Figure 1. Wiring by layer.
Only two layers are drawn.
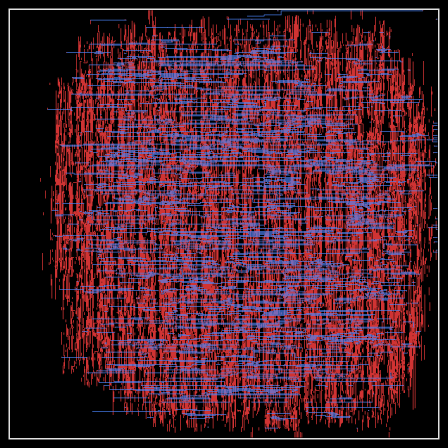
Figure 2. Where the registers sit.
Scale bar: 100 um.
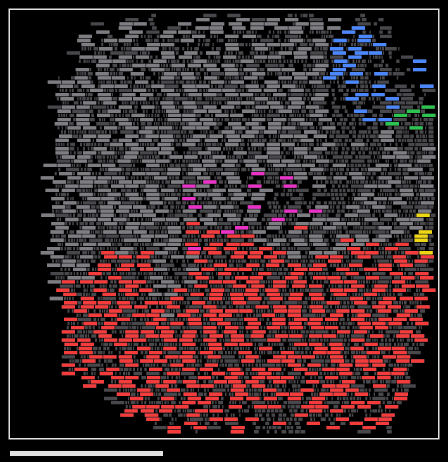
==> config.mk <==
export PLATFORM = sky130hd
export DESIGN_NAME = dep_track_table_flat
export DESIGN_NICKNAME = d
export VERILOG_FILES = /design/src/rtl/dep_track_table_if.sv /design/src/rtl/dep_track_table.sv /design/src/flat_wrapper.sv
export SDC_FILE = /design/constraint.sdc
export NUM_CORES = 2
export LEC_CHECK = 0
export CAP_MARGIN = 10
export CORE_UTILIZATION = 63
export CTS_CLUSTER_SIZE = 8
export DETAILED_ROUTE_END_ITERATION = 10
export MAX_ROUTING_LAYER = met4
export PLACE_DENSITY = 0.89
export SLEW_MARGIN = 0
export SYNTH_ARGS = -nofsm -noshare
export SYNTH_HDL_FRONTEND = slang
export SYNTH_SLANG_ARGS = --single-unit
==> constraint.sdc <==
create_clock -name clk -period 42.1 [get_ports clk]
set_clock_uncertainty 0.05 [all_clocks]
set_input_delay 4.21 -clock clk [delete_from_list [all_inputs] [get_ports clk]]
set_output_delay 4.21 -clock clk [all_outputs]
set_load 0.005 [all_outputs]
==> src/rtl/dep_track_table_if.sv <==
`default_nettype none
// ============================================================================
// Module      : dep_track_table_if
// Description : Handshake bundle for the dependency tracking table.
//               master modport = requester side (drives alloc/retire/scan
//               requests), slave modport = table side.
//               Signals:
//                 alloc_valid/alloc_ready/alloc_rd/alloc_rs/alloc_idx
//                   - allocation at tail, flat source list (src k at k*RW)
//                 retire_valid/retire_idx
//                   - retire (clear valid) of one entry
//                 scan_start/scan_busy/scan_done/scan_found/scan_idx
//                   - oldest-issuable search request and result
//                 occupancy
//                   - slots held between head and tail
// Revision    : 1.0 - initial release
// ============================================================================
interface dep_track_table_if #(
  parameter int BS     = 32,
  parameter int REGNUM = 16,
  parameter int NSRC   = 2
);
  localparam int RW = $clog2(REGNUM);
  localparam int IW = $clog2(BS);

  logic                 alloc_valid;
  logic                 alloc_ready;
  logic [RW-1:0]        alloc_rd;
  logic [NSRC*RW-1:0]   alloc_rs;
  logic [IW-1:0]        alloc_idx;
  logic                 retire_valid;
  logic [IW-1:0]        retire_idx;
  logic                 scan_start;
  logic                 scan_busy;
  logic                 scan_done;
  logic                 scan_found;
  logic [IW-1:0]        scan_idx;
  logic [IW:0]          occupancy;

  modport master (
    output alloc_valid, alloc_rd, alloc_rs, retire_valid, retire_idx, scan_start,
    input  alloc_ready, alloc_idx, scan_busy, scan_done, scan_found, scan_idx, occupancy
  );

  modport slave (
    input  alloc_valid, alloc_rd, alloc_rs, retire_valid, retire_idx, scan_start,
    output alloc_ready, alloc_idx, scan_busy, scan_done, scan_found, scan_idx, occupancy
  );
endinterface
`default_nettype wire

==> src/rtl/dep_track_table.sv <==
`default_nettype none
// ============================================================================
// Module      : dep_track_table
// Description : Circular in-order table of in-flight instructions with
//               register one-hot masks, plus a sequential scanner that finds
//               the oldest entry free of RAW/WAW/WAR hazards against all
//               older, still-pending entries and marks it issued.
// Ports       : clk  - rising-edge clock
//               rst  - asynchronous active-high reset
//               bus  - dep_track_table_if.slave (alloc / retire / scan /
//                      occupancy signals)
// Revision    : 1.0 - initial release
// ============================================================================
module dep_track_table #(
  parameter int BS     = 32,
  parameter int REGNUM = 16,
  parameter int NSRC   = 2
) (
  input  wire logic         clk,
  input  wire logic         rst,
  dep_track_table_if.slave  bus
);

  localparam int c_RW = $clog2(REGNUM);
  localparam int c_IW = $clog2(BS);
  // Pointers carry one extra wrap bit so full and empty are distinguishable.
  localparam int c_PW = c_IW + 1;

  typedef enum logic [1:0] {
    S_IDLE = 2'd0,
    S_SCAN = 2'd1,
    S_DONE = 2'd2
  } scan_state_t;

  // --------------------------------------------------------------------------
  // Storage
  // --------------------------------------------------------------------------
  logic [BS-1:0]      r_valid;
  logic [BS-1:0]      r_issued;
  logic [REGNUM-1:0]  r_rd_mask [BS];
  logic [REGNUM-1:0]  r_rs_mask [BS];
  logic [c_PW-1:0]    r_head;
  logic [c_PW-1:0]    r_tail;

  scan_state_t        r_state;
  scan_state_t        w_state_nxt;
  logic [c_PW-1:0]    r_ptr;
  logic [c_PW-1:0]    r_end;
  logic [REGNUM-1:0]  r_acc_rd;
  logic [REGNUM-1:0]  r_acc_rs;
  logic               r_found;
  logic [c_IW-1:0]    r_idx;

  // --------------------------------------------------------------------------
  // Combinational helpers
  // --------------------------------------------------------------------------
  logic [c_PW-1:0]    w_occ;
  logic               w_alloc_ready;
  logic               w_alloc_fire;
  logic               w_retire_fire;
  logic               w_reclaim;
  logic [c_IW-1:0]    w_head_idx;
  logic [c_IW-1:0]    w_tail_idx;
  logic [c_IW-1:0]    w_ptr_idx;
  logic [REGNUM-1:0]  w_alloc_rd_mask;
  logic [REGNUM-1:0]  w_alloc_rs_mask;
  logic               w_ptr_retiring;
  logic               w_issuable;
  logic               w_scan_capture;
  logic               w_scan_end;
  logic               w_scan_hit;
  logic               w_scan_step;
  logic               w_scan_accum;

  // Register 0 is hard-wired and never creates a dependency, so it maps to
  // an empty mask.
  function automatic logic [REGNUM-1:0] f_onehot(input logic [c_RW-1:0] reg_num);
    logic [REGNUM-1:0] mask;
    mask = '0;
    if (reg_num != '0) mask[reg_num] = 1'b1;
    return mask;
  endfunction

  always_comb begin
    w_alloc_rd_mask = f_onehot(bus.alloc_rd);
    w_alloc_rs_mask = '0;
    for (int k = 0; k < NSRC; k++) begin
      w_alloc_rs_mask = w_alloc_rs_mask | f_onehot(bus.alloc_rs[k*c_RW +: c_RW]);
    end
  end

  assign w_head_idx    = r_head[c_IW-1:0];
  assign w_tail_idx    = r_tail[c_IW-1:0];
  assign w_ptr_idx     = r_ptr[c_IW-1:0];
  assign w_occ         = r_tail - r_head;
  assign w_alloc_ready = (w_occ < c_PW'(BS));
  assign w_alloc_fire  = bus.alloc_valid & w_alloc_ready;
  assign w_retire_fire = bus.retire_valid & r_valid[bus.retire_idx];
  // Reclaim looks at the registered valid bit, so a head retire frees its
  // slot on the following edge.
  assign w_reclaim     = (w_occ != '0) & ~r_valid[w_head_idx];

  // An entry retired on the very cycle it is examined must not be picked.
  assign w_ptr_retiring = bus.retire_valid & (bus.retire_idx == w_ptr_idx);

  assign w_issuable = r_valid[w_ptr_idx]
                    & ~r_issued[w_ptr_idx]
                    & ~w_ptr_retiring
                    & ((r_rs_mask[w_ptr_idx] & r_acc_rd) == '0)   // RAW
                    & ((r_rd_mask[w_ptr_idx] & r_acc_rd) == '0)   // WAW
                    & ((r_rd_mask[w_ptr_idx] & r_acc_rs) == '0);  // WAR

  // --------------------------------------------------------------------------
  // Scan FSM: next state and control strobes
  // --------------------------------------------------------------------------
  always_comb begin
    w_state_nxt    = r_state;
    w_scan_capture = 1'b0;
    w_scan_end     = 1'b0;
    w_scan_hit     = 1'b0;
    w_scan_step    = 1'b0;
    w_scan_accum   = 1'b0;
    case (r_state)
      S_IDLE: begin
        if (bus.scan_start) begin
          w_state_nxt    = S_SCAN;
          w_scan_capture = 1'b1;
        end
      end
      S_SCAN: begin
        if (r_ptr == r_end) begin
          w_state_nxt = S_DONE;
          w_scan_end  = 1'b1;
        end else if (w_issuable) begin
          w_state_nxt = S_DONE;
          w_scan_hit  = 1'b1;
        end else begin
          w_scan_step  = 1'b1;
          // Skipped entries still pending constrain everything younger.
          w_scan_accum = r_valid[w_ptr_idx];
        end
      end
      S_DONE: begin
        w_state_nxt = S_IDLE;
      end
      default: begin
        w_state_nxt = S_IDLE;
      end
    endcase
  end

  always_ff @(posedge clk or posedge rst) begin
    if (rst) begin
      r_state <= S_IDLE;
    end else begin
      r_state <= w_state_nxt;
    end
  end

  // --------------------------------------------------------------------------
  // Scan datapath
  // --------------------------------------------------------------------------
  always_ff @(posedge clk or posedge rst) begin
    if (rst) begin
      r_ptr    <= '0;
      r_end    <= '0;
      r_acc_rd <= '0;
      r_acc_rs <= '0;
      r_found  <= 1'b0;
      r_idx    <= '0;
    end else begin
      if (w_scan_capture) begin
        // The end point is frozen here: later allocations are not scanned.
        r_ptr    <= r_head;
        r_end    <= r_tail;
        r_acc_rd <= '0;
        r_acc_rs <= '0;
      end
      if (w_scan_accum) begin
        r_acc_rd <= r_acc_rd | r_rd_mask[w_ptr_idx];
        r_acc_rs <= r_acc_rs | r_rs_mask[w_ptr_idx];
      end
      if (w_scan_step) begin
        r_ptr <= r_ptr + c_PW'(1);
      end
      if (w_scan_end) begin
        r_found <= 1'b0;
      end
      if (w_scan_hit) begin
        r_found <= 1'b1;
        r_idx   <= w_ptr_idx;
      end
    end
  end

  // --------------------------------------------------------------------------
  // Table state: alloc, retire, issue marking and head reclaim
  // --------------------------------------------------------------------------
  always_ff @(posedge clk or posedge rst) begin
    if (rst) begin
      r_valid  <= '0;
      r_issued <= '0;
      for (int i = 0; i < BS; i++) begin
        r_rd_mask[i] <= '0;
        r_rs_mask[i] <= '0;
      end
      r_head <= '0;
      r_tail <= '0;
    end else begin
      if (w_retire_fire) begin
        r_valid[bus.retire_idx] <= 1'b0;
      end
      if (w_scan_hit) begin
        r_issued[w_ptr_idx] <= 1'b1;
      end
      // The tail slot is never a live entry while not full, so it cannot
      // collide with the retire or issue writes above.
      if (w_alloc_fire) begin
        r_valid[w_tail_idx]   <= 1'b1;
        r_issued[w_tail_idx]  <= 1'b0;
        r_rd_mask[w_tail_idx] <= w_alloc_rd_mask;
        r_rs_mask[w_tail_idx] <= w_alloc_rs_mask;
        r_tail                <= r_tail + c_PW'(1);
      end
      if (w_reclaim) begin
        r_head <= r_head + c_PW'(1);
      end
    end
  end

  // --------------------------------------------------------------------------
  // Outputs
  // --------------------------------------------------------------------------
  assign bus.alloc_ready = w_alloc_ready;
  assign bus.alloc_idx   = w_tail_idx;
  assign bus.occupancy   = w_occ;
  assign bus.scan_busy   = (r_state != S_IDLE);
  assign bus.scan_done   = (r_state == S_DONE);
  assign bus.scan_found  = r_found;
  assign bus.scan_idx    = r_idx;

endmodule
`default_nettype wire
==> src/flat_wrapper.sv <==
// flat-port wrapper written by rule: the top's interface ports become plain ports
module dep_track_table_flat 
#(
  parameter int BS     = 32,
  parameter int REGNUM = 16,
  parameter int NSRC   = 2
)
  (clk, rst, bus_alloc_valid, bus_alloc_rd, bus_alloc_rs, bus_retire_valid, bus_retire_idx, bus_scan_start, bus_alloc_ready, bus_alloc_idx, bus_scan_busy, bus_scan_done, bus_scan_found, bus_scan_idx, bus_occupancy);
  dep_track_table_if #(.BS(BS), .REGNUM(REGNUM), .NSRC(NSRC)) bus_i ();
  input  wire logic clk;
  input  wire logic rst;
  input wire logic [$bits(bus_i.alloc_valid)-1:0] bus_alloc_valid;
  input wire logic [$bits(bus_i.alloc_rd)-1:0] bus_alloc_rd;
  input wire logic [$bits(bus_i.alloc_rs)-1:0] bus_alloc_rs;
  input wire logic [$bits(bus_i.retire_valid)-1:0] bus_retire_valid;
  input wire logic [$bits(bus_i.retire_idx)-1:0] bus_retire_idx;
  input wire logic [$bits(bus_i.scan_start)-1:0] bus_scan_start;
  output wire logic [$bits(bus_i.alloc_ready)-1:0] bus_alloc_ready;
  output wire logic [$bits(bus_i.alloc_idx)-1:0] bus_alloc_idx;
  output wire logic [$bits(bus_i.scan_busy)-1:0] bus_scan_busy;
  output wire logic [$bits(bus_i.scan_done)-1:0] bus_scan_done;
  output wire logic [$bits(bus_i.scan_found)-1:0] bus_scan_found;
  output wire logic [$bits(bus_i.scan_idx)-1:0] bus_scan_idx;
  output wire logic [$bits(bus_i.occupancy)-1:0] bus_occupancy;
  assign bus_i.alloc_valid = bus_alloc_valid;
  assign bus_i.alloc_rd = bus_alloc_rd;
  assign bus_i.alloc_rs = bus_alloc_rs;
  assign bus_i.retire_valid = bus_retire_valid;
  assign bus_i.retire_idx = bus_retire_idx;
  assign bus_i.scan_start = bus_scan_start;
  assign bus_alloc_ready = bus_i.alloc_ready;
  assign bus_alloc_idx = bus_i.alloc_idx;
  assign bus_scan_busy = bus_i.scan_busy;
  assign bus_scan_done = bus_i.scan_done;
  assign bus_scan_found = bus_i.scan_found;
  assign bus_scan_idx = bus_i.scan_idx;
  assign bus_occupancy = bus_i.occupancy;
  dep_track_table #(.BS(BS), .REGNUM(REGNUM), .NSRC(NSRC)) u_core (.clk(clk), .rst(rst), .bus(bus_i));
endmodule
==> flow_metrics.env <==
# source this file to load flow results
export IMPL_regArea_mm2=0.0272
export IMPL_ir_worst_vdd_mv=0.0468
export IMPL_p_leak_nw=23.8
export IMPL_min_from="u_core.r_rd_mask[181]$_DFFE_PP0P_"
export IMPL_postCtsSetupRepairBufs=0
export IMPL_buffers=158
export IMPL_ys_sh_xor_pct=0.469
export IMPL_switching_share_pct=34.3
export IMPL_clk_share_pct=7.57
export IMPL_holdCritPathClass="reg -> reg"
export IMPL_clock_buffers=156
export IMPL_clock_sinks=1086
export IMPL_insertedDiodeCount=1
export IMPL_antenna_found_initial=1
export IMPL_drv_slew=0
export IMPL_status="complete, no violations"
export IMPL_vias_per_cell=7.05
export IMPL_postCtsHoldBufs=0
export IMPL_syn_area_mm2=0.0486
export IMPL_nWellTaps=1030
export IMPL_slowest_delay_ns=0.64
export IMPL_fmax_mhz=124
export IMPL_std_cell_rows=101
export IMPL_comb_area_share_pct=36.3
export IMPL_async_flop_share_pct=100
export IMPL_holdPathStages=2
export IMPL_syn_num_nets=4897
export IMPL_pwr_share_seq_pct=40.3
export IMPL_ant_nets=0
export IMPL_buf_share_pct=2.47
export IMPL_reg_top3="u_core.r_rd_mask (480), u_core.r_rs_mask (480)"
export IMPL_cp_cell_sequence="inv_1 -> ha_1 -> nor2b_1 -> o21ai_0 -> nand2b_1 -> a21o_1 -> a21oi_1 -> xnor2_2 -> buf_4 -> clkdlybuf4s50_1"
export IMPL_cts_max_level=4
export IMPL_reg2reg_from="u_core.r_ptr[1]$_DFFE_PP0P_"
export IMPL_syn_avg_cell_area_um2=9.99
export IMPL_rr_worst_depth=14
About Figure 1:
[met3] blue | wire length: 22.1 mm
[met2] red | wire length: 66.5 mm
wire per inst: 27.0 um
Global Route Usage Sum: 41.6%
final WL: 156 mm
Vias: 40.7k

About Figure 2:
[`u_core.r_head`] green | placed flops: 6 | where: top right
[`u_core.r_acc_rd`] magenta | placed flops: 15 | where: middle
[`u_core.bus.scan_idx`] yellow | placed flops: 5 | where: right middle
[`u_core.r_rs_mask`] red | placed flops: 480
[`u_core.r_valid`] blue | placed flops: 32 | where: top right
not coloured: 548

==> worst max-delay path by stage <==
stage	start	end	slack, ns	cells past startpoint
finish	u_core.r_head[1]$_DFFE_PP0P_	bus_alloc_ready	34.03	10
global route	u_core.r_head[1]$_DFFE_PP0P_	bus_alloc_ready	33.85	10
CTS	u_core.r_head[1]$_DFFE_PP0P_	bus_alloc_ready	34.04	10
detailed placement	rst	u_core.r_rd_mask[168]$_DFFE_PP0P_	33.80	5
global placement	rst	u_core.r_rd_mask[468]$_DFFE_PP0P_	33.85	5
floorplan	rst	u_core.bus.scan_found$_DFFE_PP0P_	7.27	1
==> metrics by stage <==
step,util (%),area (um^2),std cells
after floorplan,-,48600,4860
after global placement,64.9,49300,5598
after detailed placement,64.9,49300,5598
after CTS,70.2,53400,5769
after global routing,70.2,53400,5772
final,70.2,53400,5772
